**config.mk**
```make
export PLATFORM = sky130hd
export DESIGN_NAME = lsu_stage
export DESIGN_NICKNAME = d
export VERILOG_FILES = /design/src/rtl/lsu_stage.sv
export SDC_FILE = /design/constraint.sdc
export NUM_CORES = 1
export LEC_CHECK = 0
export CAP_MARGIN = 20
export CORE_UTILIZATION = 25
export CTS_BUF_LIST = sky130_fd_sc_hd__clkbuf_8
export CTS_CLUSTER_SIZE = 30
export DETAILED_ROUTE_END_ITERATION = 10
export GPL_TIMING_DRIVEN = 0
export PLACE_DENSITY = 0.48
export SLEW_MARGIN = 20
export SYNTH_ARGS = -nofsm -noshare
export SYNTH_HDL_FRONTEND = slang
export SYNTH_SLANG_ARGS = --single-unit
```
**constraint.sdc**
```tcl
create_clock -name clk -period 3.6 [get_ports clk]
set_input_delay 0.54 -clock clk [delete_from_list [all_inputs] [get_ports clk]]
set_output_delay 0.54 -clock clk [all_outputs]
set_load 0.005 [all_outputs]
```
**src/rtl/lsu_stage.sv**
```systemverilog
// lsu_stage: multi-cycle load/store unit between execute and writeback.
// Takes one memory op at a time, drives a word-addressed data memory with
// byte strobes, waits for read-valid (with timeout) and returns extended
// load data or store completion as a one-cycle response pulse.
// Build option: define MISALIGN_TRAP_EN to turn misaligned halfword/word
// accesses into error responses; otherwise they are aligned down silently.

module lsu_stage #(
    parameter int AWIDTH         = 32,
    parameter int DWIDTH         = 32,
    parameter int TIMEOUT_CYCLES = 16
) (
    input  logic                clk,
    input  logic                rst,
    input  logic                req_valid_i,
    output logic                req_ready_o,
    input  logic                memren_i,
    input  logic                memwren_i,
    input  logic [2:0]          funct3_i,
    input  logic [AWIDTH-1:0]   addr_i,
    input  logic [DWIDTH-1:0]   store_data_i,
    input  logic [4:0]          rd_i,
    output logic                resp_valid_o,
    output logic                resp_wb_o,
    output logic [DWIDTH-1:0]   resp_data_o,
    output logic [4:0]          resp_rd_o,
    output logic                err_o,
    output logic                busy_o,
    output logic [AWIDTH-1:0]   dmem_addr_o,
    output logic [DWIDTH-1:0]   dmem_wdata_o,
    output logic [DWIDTH/8-1:0] dmem_wstrb_o,
    output logic                dmem_read_en_o,
    output logic                dmem_write_en_o,
    input  logic                dmem_rvalid_i,
    input  logic [DWIDTH-1:0]   dmem_rdata_i
);

    localparam int NLANES = DWIDTH / 8;
    localparam int CNT_W  = $clog2(TIMEOUT_CYCLES + 1);

    typedef enum logic [1:0] {
        IDLE = 2'd0,
        REQ  = 2'd1,
        WAIT = 2'd2,
        RESP = 2'd3
    } state_t;

    state_t state, state_next;

    logic [CNT_W-1:0]  wait_cnt;
    logic              timeout_hit;

    // Registered request
    logic              is_load_q;
    logic [2:0]        funct3_q;
    logic [1:0]        off_q;
    logic [4:0]        rd_q;
    logic [AWIDTH-1:0] addr_q;
    logic [DWIDTH-1:0] wdata_q;
    logic [NLANES-1:0] wstrb_q;
    logic              err_q;
    logic [DWIDTH-1:0] data_q;

    // Request decode
    logic              accept;
    logic              req_bad;
    logic              f3_legal;
    logic [1:0]        off_in;
    logic [1:0]        off_eff;
    logic [NLANES-1:0] wstrb_in;
    logic [DWIDTH-1:0] wdata_in;
`ifdef MISALIGN_TRAP_EN
    logic              misaligned;
`endif

    // Load data alignment/extension
    logic [DWIDTH-1:0] shifted;
    logic [DWIDTH-1:0] load_ext;

    // Decode the incoming request: legality, lane offset, strobes and store data
    always_comb begin
        off_in = addr_i[1:0];
        accept = (state == IDLE) && req_valid_i && (memren_i || memwren_i);

        if (memren_i)
            f3_legal = !(funct3_i == 3'b011 || funct3_i == 3'b110 || funct3_i == 3'b111);
        else
            f3_legal = (funct3_i[2] == 1'b0) && (funct3_i[1:0] != 2'b11);

        // Halfwords align down to an even lane, words to lane 0
        case (funct3_i[1:0])
            2'b01:   off_eff = {off_in[1], 1'b0};
            2'b10:   off_eff = 2'b00;
            default: off_eff = off_in;
        endcase

        case (funct3_i[1:0])
            2'b00:   wstrb_in = NLANES'(1) << off_eff;
            2'b01:   wstrb_in = off_eff[1] ? NLANES'(4'b1100) : NLANES'(4'b0011);
            2'b10:   wstrb_in = '1;
            default: wstrb_in = '0;
        endcase

        case (funct3_i[1:0])
            2'b00:   wdata_in = {NLANES{store_data_i[7:0]}};
            2'b01:   wdata_in = {(NLANES/2){store_data_i[15:0]}};
            default: wdata_in = store_data_i;
        endcase

`ifdef MISALIGN_TRAP_EN
        misaligned = (funct3_i[1:0] == 2'b01 && off_in[0]) ||
                     (funct3_i[1:0] == 2'b10 && off_in != 2'b00);
        req_bad    = (memren_i && memwren_i) || !f3_legal || misaligned;
`else
        req_bad    = (memren_i && memwren_i) || !f3_legal;
`endif
    end

    // Shift the returned word down to the addressed lane and extend it
    always_comb begin
        shifted = dmem_rdata_i >> {off_q, 3'b000};
        case (funct3_q)
            3'b000:  load_ext = {{(DWIDTH-8){shifted[7]}}, shifted[7:0]};
            3'b001:  load_ext = {{(DWIDTH-16){shifted[15]}}, shifted[15:0]};
            3'b100:  load_ext = {{(DWIDTH-8){1'b0}}, shifted[7:0]};
            3'b101:  load_ext = {{(DWIDTH-16){1'b0}}, shifted[15:0]};
            default: load_ext = shifted;
        endcase
    end

    // Next-state logic; rvalid takes priority over the timeout
    always_comb begin
        state_next  = state;
        timeout_hit = (wait_cnt == CNT_W'(TIMEOUT_CYCLES - 1));
        case (state)
            IDLE: if (accept) state_next = req_bad ? RESP : REQ;
            REQ:  state_next = is_load_q ? WAIT : RESP;
            WAIT: if (dmem_rvalid_i || timeout_hit) state_next = RESP;
            RESP: state_next = IDLE;
            default: state_next = IDLE;
        endcase
    end

    // State register, timeout counter and request/response capture
    always_ff @(posedge clk) begin
        if (rst) begin
            state     <= IDLE;
            wait_cnt  <= '0;
            is_load_q <= 1'b0;
            funct3_q  <= '0;
            off_q     <= '0;
            rd_q      <= '0;
            addr_q    <= '0;
            wdata_q   <= '0;
            wstrb_q   <= '0;
            err_q     <= 1'b0;
            data_q    <= '0;
        end else begin
            state <= state_next;
            case (state)
                IDLE: begin
                    wait_cnt <= '0;
                    if (accept) begin
                        is_load_q <= memren_i && !memwren_i;
                        funct3_q  <= funct3_i;
                        off_q     <= off_eff;
                        rd_q      <= rd_i;
                        addr_q    <= {addr_i[AWIDTH-1:2], 2'b00};
                        wdata_q   <= wdata_in;
                        wstrb_q   <= wstrb_in;
                        err_q     <= req_bad;
                        data_q    <= '0;
                    end
                end
                WAIT: begin
                    wait_cnt <= wait_cnt + 1'b1;
                    if (dmem_rvalid_i)
                        data_q <= load_ext;
                    else if (timeout_hit)
                        err_q <= 1'b1;
                end
                default: wait_cnt <= '0;
            endcase
        end
    end

    // Output decode; response fields are zero outside the response pulse
    always_comb begin
        req_ready_o     = (state == IDLE) && !rst;
        busy_o          = (state != IDLE);
        resp_valid_o    = (state == RESP) && !rst;
        resp_data_o     = resp_valid_o ? data_q : '0;
        resp_rd_o       = resp_valid_o ? rd_q : '0;
        err_o           = resp_valid_o && err_q;
        resp_wb_o       = resp_valid_o && is_load_q && !err_q;
        dmem_read_en_o  = (state == REQ) && is_load_q;
        dmem_write_en_o = (state == REQ) && !is_load_q;
        dmem_addr_o     = (state == REQ) ? addr_q : '0;
        dmem_wdata_o    = (state == REQ && !is_load_q) ? wdata_q : '0;
        dmem_wstrb_o    = (state == REQ && !is_load_q) ? wstrb_q : '0;
    end

endmodule

```
Figure 1. Logic cells by family (run 1).
The bar under the picture is 50 um long.
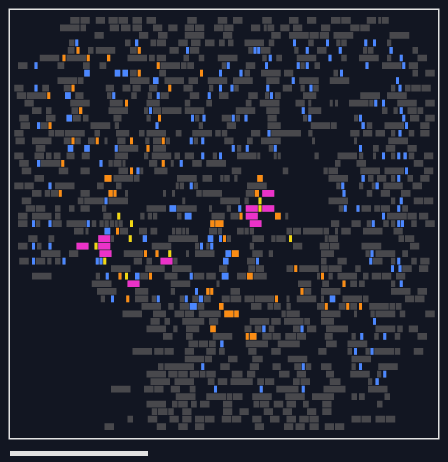
- inverters: yellow (cells 10)
- adder and majority cells: magenta (cells 11)
- NAND gates: blue (cells 150; where all over the die)
- NOR gates: orange (cells 58)

Figure 2. Signal wires on met3 (run 1).
Cells faint in the background.
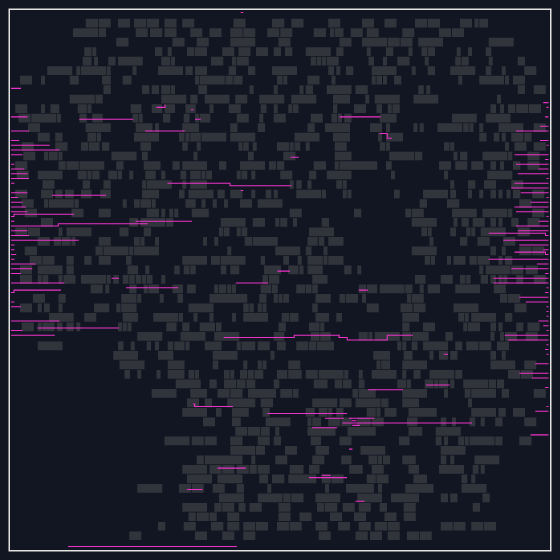
- share of all routed wire: 4.4%
- longest straight run: 48.1 um

Figure 3. Routing congestion (run 1).
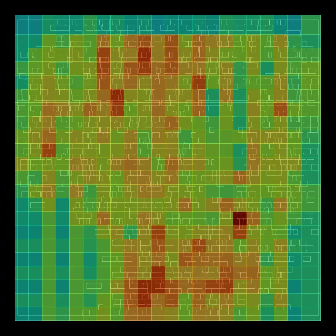
routed wire length per instance: 17.14 um
met1 Track Usage GR: 24.39%

==> flow_summary.yaml, run 1 <==
# implementation run metrics
status:
  status: "completed"
hold_path:
  hold_start: "data_q[11]"
  min_path_type: "reg -> reg"
  holdPathEnd: "data_q[11]"
critical_path:
  critPathLaunchType: "input port"
  ff2ff_path_depth: 7
  crit_required_ps: 3060
  cp_cell_sequence: "clkdlybuf4s50_1, clkbuf_8, nor2b_1, clkbuf_1, and2_1, clkdlybuf4s50_1"
  cp.depth: 6
  reg2reg_setup_slack_ps: 1290
  critical_path.startpoint: "rst"
  path_buffers: 4
  crit_slowest_cell: "clkdlybuf4s50_1"
  cp_top_family: "buffers and inverters"
  cp_common_cell: "clkdlybuf4s50_1"
detailed_routing:
  vias: 5737
  m1WireLength_um: 10430
  viasPerCell: 4.535
  wl_met2_um: 10080
  drcViolationCount: 0
cells_and_area:
  area_delta_synth_final_pct: 51.59
  clock_area_share_pct: 4.728
  clkbuf_count: 21
  inverters: 10
  largestRegisters: "data_q (32), wdata_q (32), addr_q (30)"
  layout_top_cells: "clkdlybuf4s50_1, nand2_1, dfxtp_1, and2_1, a21oi_1"
  sh_seq_area_pct: 26.50
  fin_util_pct: 38.80
  final_cells: 1265
  seq_area_um2: 2342
  comb_share_pct: 36.03
  antenna-diode-count: 0
timing:
  slew_violations: 0
  period_used_pct: 93.70
  skew_ps: 8.778
  setup_tns_ps: 0
  max_clock_freq_mhz: 296.4
  holdWs_ps: 443.5
grt:
  grt_max_degree: 17
  grt-busiest-layer: "met2"
  grt_overflow: 0
logic_synthesis:
  synth_seq_share_pct: 40.17
  ys_sh_aoi_pct: 18.28
  synth-warning-count: 0
  syn_avg_cell_area_um2: 8.318
  syn_area_um2: 5831
  synth.most_common_cell: "nand2_1"
  ff_type: "dfxtp_1"
  synth_flops: 117
  top_logic_kind: "simple AND/OR/NAND/NOR gates"
  yosysCellCount: 701
  synthCells: 701
  synth.largest_area_cell: "dfxtp_1"
placement:
  post-place-ws_ps: 173.5
  placed_cell_area_um2: 8418
  hpwl_um: 16320
job:
  warnings: 33
  drv_cap: 0
clock_network:
  cts-buffers-inserted: 17
  cts_resized: 0
  cts_root_buf: "clkbuf_8"
pwr:
  seq-power_mw: 1.56
  sequentialPowerShare_pct: 35.9
  power.net_switching_mw: 1.503
  pg_clk_mw: 1.30
  clkPwrFrac_pct: 30.0
  peakVddDrop_uv: 215.5
floorplanning:
  die_x_um: 154.7
  core_um2: 22780
  fp_util_pct: 25.60
  nWellTaps: 313
  design.portCount: 222
Figure 4. Cell sizes after repair (run 1).
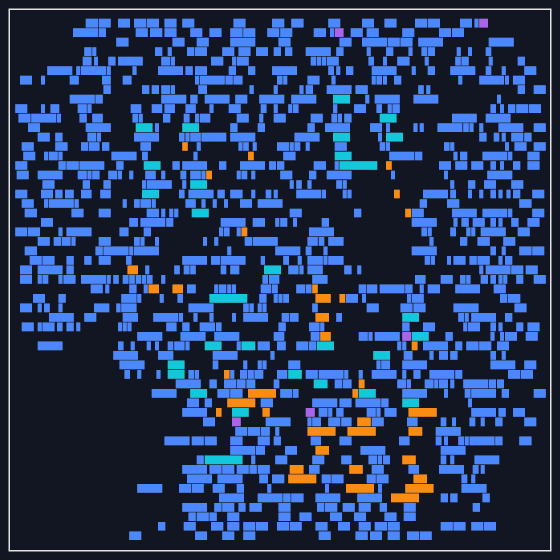

==> run 2: changes to the inputs <==
clock period = 3.54 ns   (was 3.6 ns; I/O delays follow)
Figure 5. Cell sizes after repair (run 2).
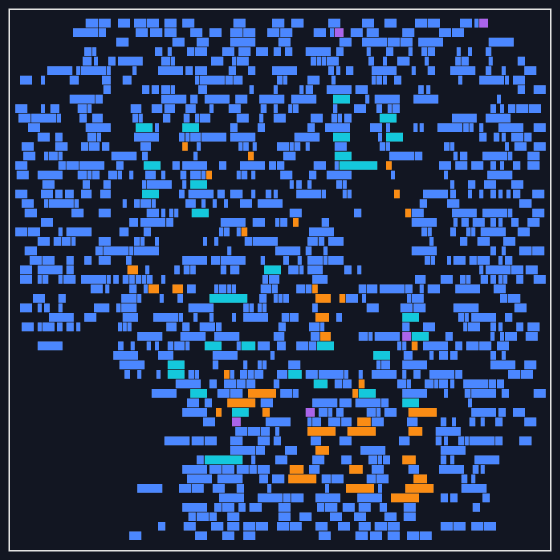
- _2 cells: orange (cells 38; share 4.0%)
- _3 and _4 cells: purple (cells 5; share 0.53%)
- _0 and _1 cells: blue (cells 880; share 92%)
- _6 and larger: cyan (cells 29; share 3.0%)

Figure 6. Routing congestion (run 2).
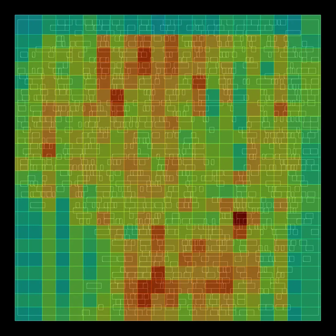
final core occ: 38.81%
gr usage total: 18.20%
routed wire length per instance: 17.15 um
met2 Resource Use GR: 29.43%
met3 GRT Util: 4.063%

Figure 7. Signal wires on met3 (run 2).
Cells faint in the background.
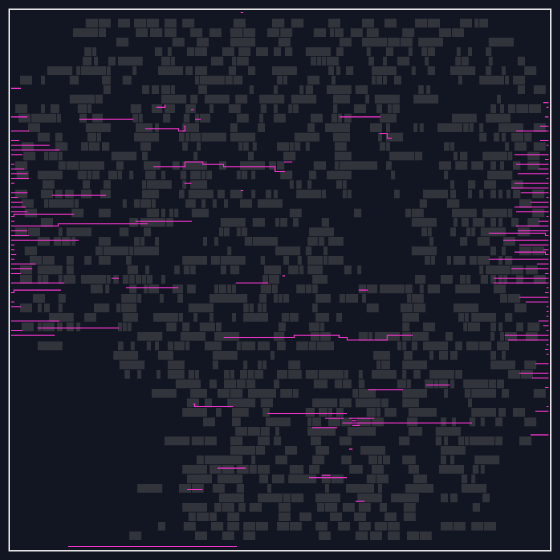
- wire length on this layer: 956 um
- longest straight run: 48.1 um
- main direction: horizontal
- nets with wire on the layer: 117
- share of all routed wire: 4.4%

==> flow_summary.yaml, run 2 <==
# implementation run metrics
status:
  status: "completed"
cells_and_area:
  area_delta_synth_final_pct: 51.61
  layout_top_cells: "clkdlybuf4s50_1, nand2_1, dfxtp_1, and2_1, a21oi_1"
  inverters: 10
  comb_share_pct: 36.02
  clock_area_share_pct: 4.728
  antenna-diode-count: 0
  final_cells: 1265
  clkbuf_count: 21
critical_path:
  cp_top_family: "buffers and inverters"
  reg2reg_setup_slack_ps: 1230
  crit_required_ps: 3010
  critical_path.startpoint: "rst"
  cp_common_cell: "clkdlybuf4s50_1"
timing:
  skew_ps: 8.777
  slew_violations: 0
  max_clock_freq_mhz: 297.8
hold_path:
  holdPathEnd: "data_q[11]"
floorplanning:
  design.portCount: 222
  core_um2: 22780
detailed_routing:
  m1WireLength_um: 10440
  viasPerCell: 4.539
logic_synthesis:
  syn_area_um2: 5831
  yosysCellCount: 701
  ff_type: "dfxtp_1"
  synthCells: 701
  synth.largest_area_cell: "dfxtp_1"
job:
  warnings: 33
  drv_cap: 0
pwr:
  sequentialPowerShare_pct: 35.9
  pg_clk_mw: 1.33
  peakVddDrop_uv: 219.4
grt:
  grt-busiest-layer: "met2"
  grt_max_degree: 17
clock_network:
  cts_resized: 0
placement:
  placed_cell_area_um2: 8418
  post-place-ws_ps: 131.5
Figure 8. Logic cells by family (run 2).
The bar under the picture is 50 um long.
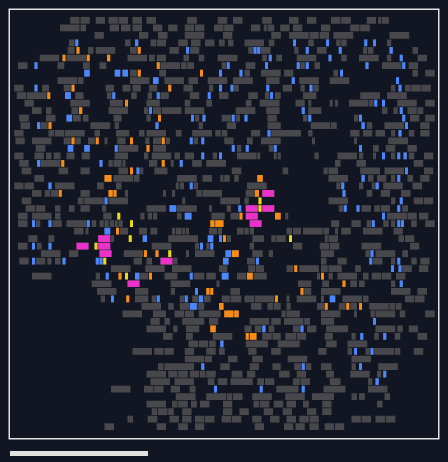

==> run 3: changes to the inputs <==
CORE_UTILIZATION = 45   (was 25)
CTS_CLUSTER_SIZE = 25   (was 30)
PLACE_DENSITY = 0.8   (was 0.48)
Figure 9. Logic cells by family (run 3).
The bar under the picture is 20 um long.
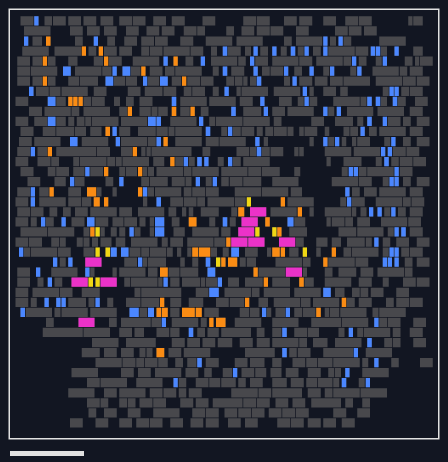
- inverters: yellow (cells 10)
- adder and majority cells: magenta (cells 11)
- NAND gates: blue (cells 150)
- NOR gates: orange (cells 58)

Figure 10. Cell sizes after repair (run 3).
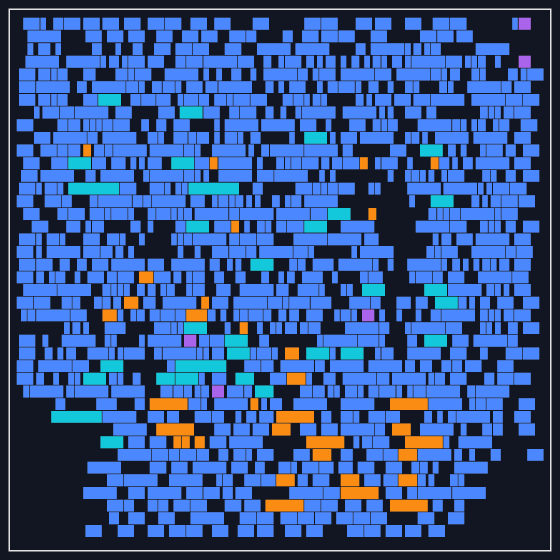
- _3 and _4 cells: purple (cells 5; share 0.53%)
- _6 and larger: cyan (cells 31; share 3.3%)
- _2 cells: orange (cells 34; share 3.6%)
- _0 and _1 cells: blue (cells 882; share 93%)

==> flow_summary.yaml, run 3 <==
# implementation run metrics
status:
  status: "completed"
critical_path:
  path_class: "reg -> out"
  cp.depth: 7
  critical_path.startpoint: "state[1]"
  crit_required_ps: 3010
  cp_common_cell: "clkbuf_1"
  cp_cell_sequence: "inv_1, ha_1, nor2b_1, clkbuf_1, clkbuf_1, and2_1, clkdlybuf4s50_1"
  ff2ff_path_depth: 7
  path_buffers: 4
  crit_slowest_cell: "clkdlybuf4s50_1"
  critPathLaunchType: "flop"
  reg2reg_setup_slack_ps: 1240
  cp_top_family: "buffers and inverters"
cells_and_area:
  area_delta_synth_final_pct: 49.12
  layout_top_cells: "clkdlybuf4s50_1, nand2_1, dfxtp_1, and2_1, a21oi_1"
  fin_util_pct: 68.90
  sh_seq_area_pct: 26.94
  inverters: 10
  drive_gt1_share_pct: 7.353
  clkbuf_count: 22
  antenna-diode-count: 0
  clock_area_share_pct: 5.195
  final_cells: 1124
  comb_share_pct: 36.62
  fin_area_um2: 8695
  combGateArea_um2: 3184
  seq_area_um2: 2342
  largestRegisters: "data_q (32), wdata_q (32), addr_q (30)"
pwr:
  seq-power_mw: 1.59
  intPower_mw: 2.985
  clkPwrFrac_pct: 31.2
  total_power_mw: 4.452
  sequentialPowerShare_pct: 35.6
  pg_clk_mw: 1.39
  peakVddDrop_uv: 352.0
  power.net_switching_mw: 1.468
detailed_routing:
  m1WireLength_um: 7951
  wl_per_cell_um: 16.58
  vias: 5962
  viasPerCell: 5.304
  drcViolationCount: 0
  wl_met2_um: 9069
job:
  drv_cap: 0
  warnings: 34
logic_synthesis:
  synthCells: 701
  ys_sh_aoi_pct: 18.28
  synth-warning-count: 0
  synth.most_common_cell: "nand2_1"
  synth-xor-area-share_pct: 0.3004
  ff_type: "dfxtp_1"
  syn_avg_cell_area_um2: 8.318
  yosysCellCount: 701
  synth_seq_share_pct: 40.17
  syn_area_um2: 5831
  yosys_area_um2: 5831
  top_logic_kind: "simple AND/OR/NAND/NOR gates"
  synth.largest_area_cell: "dfxtp_1"
timing:
  finalHoldViolCount: 0
  holdWs_ps: 445.4
  skew_ps: 8.713
  setup_tns_ps: 0
  slew_violations: 0
  max_clock_freq_mhz: 304.5
  period_used_pct: 92.78
hold_path:
  min_path_type: "reg -> reg"
  holdPathEnd: "data_q[9]"
  holdPathStages: 2
  hold_start: "data_q[9]"
grt:
  grt_overflow: 0
  use_met2_pct: 46.19
  grt_use_met1_pct: 36.21
  grt_max_degree: 17
  grt-busiest-layer: "met2"
  met3_usage_pct: 5.649
  grtUsageTotal_pct: 28.05
floorplanning:
  core_um2: 12620
  fp_util_pct: 46.20
  design.portCount: 222
  die_x_um: 115.8
  nWellTaps: 172
clock_network:
  cts-buffers-inserted: 17
  cts_root_buf: "clkbuf_8"
  cts_resized: 0
placement:
  post-place-ws_ps: 299.2
  gp_congestion: 0.8935
  hpwl_um: 13920
  placed_cell_area_um2: 8242
Figure 11. Clock network drawn from the DEF (run 3).
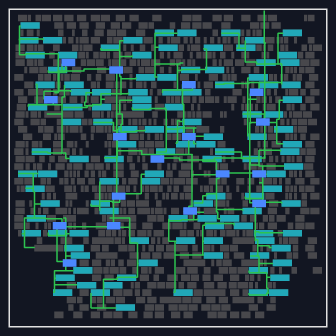
- clock wires: green (length 1500 um)
- clock drivers: blue (count 17)
- flip-flops: cyan (count 117)
- flops lie: all over the die
- routed clock nets: 18

No activity file was given, so power comes from the tool's default toggle rates.
